### Routed metal per tile

The bar under the picture is 20 um long. The die is cut into 11 by 20 equal tiles; dark blue is low, red is high, scaled to the fullest tile. Values are wire area over tile area, all layers added.
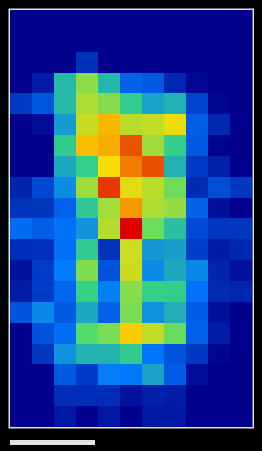
### Where the registers sit

The bar under the picture is 20 um long. Other sequential cells in the stronger grey, the rest of the logic in the fainter grey.
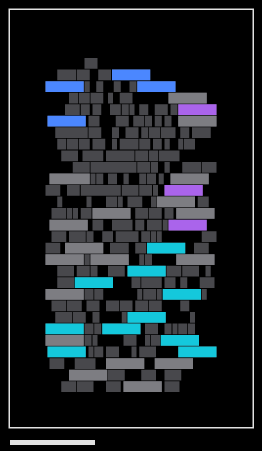
### M1 wires

The bar under the picture is 20 um long.
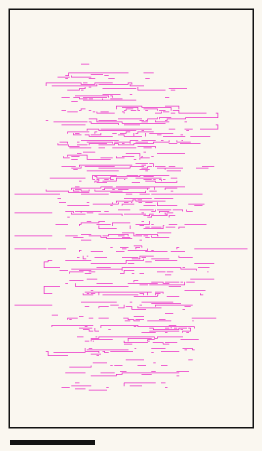
===== config.mk =====
export PLATFORM = sky130hd
export DESIGN_NAME = coax_tx
export DESIGN_NICKNAME = d
export VERILOG_FILES = /design/src/rtl/coax_tx.sv
export SDC_FILE = /design/constraint.sdc
export NUM_CORES = 1
export LEC_CHECK = 0
export ABC_CLOCK_PERIOD_IN_PS = 2800
export CORE_ASPECT_RATIO = 2
export CORE_MARGIN = 8
export CORE_UTILIZATION = 57
export CTS_CLUSTER_SIZE = 16
export DETAILED_ROUTE_END_ITERATION = 7
export PLACE_DENSITY = 0.78
export SYNTH_ARGS = -nofsm -noshare
export SYNTH_HDL_FRONTEND = slang
export SYNTH_SLANG_ARGS = --single-unit

===== constraint.sdc =====
create_clock -name clk -period 2.8 [get_ports clk]
set_input_delay 0.84 -clock clk [delete_from_list [all_inputs] [get_ports clk]]
set_output_delay 0.84 -clock clk [all_outputs]
set_load 0.01 [all_outputs]

===== src/rtl/coax_tx.sv =====
// rtl/coax_tx.sv - 3270 coax transmitter: quiesce, code violation, sync/data/parity words, ending sequence.
// Optional COAX_TX_DELAY_EN adds tx_delay, tx delayed by CLOCKS_PER_BIT/4 clocks.
module coax_tx #(
  parameter int CLOCKS_PER_BIT = 8
) (
  input  logic       clk,
  input  logic       reset,
  input  logic [9:0] data,
  input  logic       data_valid,
  output logic       ready,
  output logic       tx,
  output logic       tx_active
`ifdef COAX_TX_DELAY_EN
  ,
  output logic       tx_delay
`endif
);

  localparam int CW = $clog2(CLOCKS_PER_BIT);
  localparam logic [CW-1:0] CYC_LAST = CW'(CLOCKS_PER_BIT - 1);
  localparam logic [CW-1:0] CYC_HALF = CW'(CLOCKS_PER_BIT / 2);
  localparam int CV_HIGH = (3 * CLOCKS_PER_BIT) / 2;

  localparam logic [2:0] S_IDLE    = 3'd0;
  localparam logic [2:0] S_QUIESCE = 3'd1;
  localparam logic [2:0] S_CV      = 3'd2;
  localparam logic [2:0] S_SYNC    = 3'd3;
  localparam logic [2:0] S_DATA    = 3'd4;
  localparam logic [2:0] S_PARITY  = 3'd5;
  localparam logic [2:0] S_END0    = 3'd6;
  localparam logic [2:0] S_ENDH    = 3'd7;

  logic [2:0]    state_q, state_d;
  logic [CW-1:0] cyc_q, cyc_d;
  logic [3:0]    bit_q, bit_d;
  logic [9:0]    shift_q, shift_d;
  logic          par_q, par_d;
  logic [9:0]    hold_q, hold_d;
  logic          full_q, full_d;
  logic          ready_q, ready_d;
  logic          tx_q, tx_d;
  logic          tx_active_q, tx_active_d;
  logic          accept, load, is_cell, cell_val;
  logic [3:0]    last_bit;

  always_comb begin
    state_d  = state_q;
    cyc_d    = cyc_q;
    bit_d    = bit_q;
    shift_d  = shift_q;
    par_d    = par_q;
    hold_d   = hold_q;
    load     = 1'b0;
    accept   = data_valid && ready_q;

    // Number of cells in each state, minus one; CV and ENDH count whole cells too.
    case (state_q)
      S_QUIESCE: last_bit = 4'd4;
      S_CV:      last_bit = 4'd2;
      S_DATA:    last_bit = 4'd9;
      S_ENDH:    last_bit = 4'd1;
      default:   last_bit = 4'd0;
    endcase

    if (state_q == S_IDLE) begin
      cyc_d = '0;
      bit_d = '0;
      if (full_q || accept) state_d = S_QUIESCE;
    end else if (cyc_q == CYC_LAST) begin
      cyc_d = '0;
      if (state_q == S_DATA) shift_d = {shift_q[8:0], 1'b0};
      if (bit_q == last_bit) begin
        bit_d = '0;
        case (state_q)
          S_QUIESCE: state_d = S_CV;
          S_CV:      begin state_d = S_SYNC; load = 1'b1; end
          S_SYNC:    state_d = S_DATA;
          S_DATA:    state_d = S_PARITY;
          S_PARITY:  begin
            if (full_q) begin
              state_d = S_SYNC;
              load    = 1'b1;
            end else begin
              state_d = S_END0;
            end
          end
          S_END0:    state_d = S_ENDH;
          default:   state_d = S_IDLE;
        endcase
      end else begin
        bit_d = bit_q + 4'd1;
      end
    end else begin
      cyc_d = cyc_q + 1'b1;
    end

    // A load frees the holding register; a same-cycle accept refills it with the new word.
    if (load) begin
      shift_d = hold_q;
      par_d   = ^hold_q;
    end
    if (accept) hold_d = data;
    full_d  = (full_q && !load) || accept;
    ready_d = !full_d;

    is_cell  = 1'b1;
    cell_val = 1'b0;
    tx_d     = 1'b0;
    case (state_d)
      S_QUIESCE, S_SYNC: cell_val = 1'b1;
      S_DATA:            cell_val = shift_d[9];
      S_PARITY:          cell_val = par_d;
      S_END0:            cell_val = 1'b0;
      S_CV: begin
        is_cell = 1'b0;
        tx_d    = (int'(bit_d) * CLOCKS_PER_BIT + int'(cyc_d)) < CV_HIGH;
      end
      S_ENDH: begin
        is_cell = 1'b0;
        tx_d    = 1'b1;
      end
      default: is_cell = 1'b0;
    endcase
    if (is_cell) tx_d = (cyc_d < CYC_HALF) ? ~cell_val : cell_val;
    tx_active_d = (state_d != S_IDLE);
  end

  always_ff @(posedge clk or posedge reset) begin
    if (reset) begin
      state_q     <= S_IDLE;
      cyc_q       <= '0;
      bit_q       <= '0;
      shift_q     <= '0;
      par_q       <= 1'b0;
      hold_q      <= '0;
      full_q      <= 1'b0;
      ready_q     <= 1'b1;
      tx_q        <= 1'b0;
      tx_active_q <= 1'b0;
    end else begin
      state_q     <= state_d;
      cyc_q       <= cyc_d;
      bit_q       <= bit_d;
      shift_q     <= shift_d;
      par_q       <= par_d;
      hold_q      <= hold_d;
      full_q      <= full_d;
      ready_q     <= ready_d;
      tx_q        <= tx_d;
      tx_active_q <= tx_active_d;
    end
  end

  assign ready     = ready_q;
  assign tx        = tx_q;
  assign tx_active = tx_active_q;

`ifdef COAX_TX_DELAY_EN
  localparam int DLY = CLOCKS_PER_BIT / 4;
  logic [DLY-1:0] dly_q, dly_d;

  always_comb begin
    dly_d    = dly_q;
    dly_d[0] = tx_q;
    for (int i = 1; i < DLY; i++) dly_d[i] = dly_q[i-1];
  end

  always_ff @(posedge clk or posedge reset) begin
    if (reset) dly_q <= '0;
    else       dly_q <= dly_d;
  end

  assign tx_delay = dly_q[DLY-1];
`endif

endmodule


==> job_summary.md <==
## Implementation flow summary

| Metric | Value |
|---|---|
| Outcome | complete, no violations |
| Total power draw | roughly 970 uW |
| Clock power frac | a little under half |
| Post-Place Cells | approximately 230 |
| Synth Cell Area | between 1500 and 2000 um2 |
| Post-CTS Setup Bufs | 0 |
| Met2 WL | ~2.0 mm |
| Slowest library cell on the worst path | dfrtp_1 |
| NetSw | around 190 uW |
| RSZ-0062 raised after global routing | false |
| Grt total ovfl | 0 |
| Worst hold slack | around 0.44 ns |
| M1 wire length | 1.63 mm |
| CP delay by family, top | AND-OR/OR-AND gates |
| GRT busiest layer | met2 |
| H-tree Lvls | 2 |
| Worst-path fanout max | 14 |
| Post-synth mux share | under 10% |
| Util after Layout | 67.5% |
| Max Clock Freq | a little over 400 MHz |
| Die H | between 90 and 100 um |
| First-pass GRT wire length | about 6.7 mm |
| Tcrit/Tclk final | ~87% |
| Register-to-register setup slack | roughly 0.35 ns |
| Max Cap Viol | 0 |
| Placer Congestion | approximately 0.82 |
| WL final | ~3.9 mm |
| Count leader, synth | dfrtp_1 |
| Placed cell area | between 2000 and 2500 um2 |
| Met3 wire len | 173 um |
| Routed WL per cell | ~16 um |
| P_leak | slightly above 1 nW |
About 'Routed metal per tile':
fullest tile: 0.49
tiles over half the peak: 17%
nearly empty tiles: 32%
emptiest ninth of the die: top right

About 'Where the registers sit':
legend:
  `state_q`:
    colour: purple
    sequential_cells: 3
  `bit_q`:
    colour: blue
    sequential_cells: 4
  `shift_q`:
    colour: cyan
    sequential_cells: 10
not coloured: 18

About 'M1 wires':
share of all routed wire: 42%
main direction: horizontal
longest straight run: 16.1 um

Power is estimated from default activity; no workload was simulated.
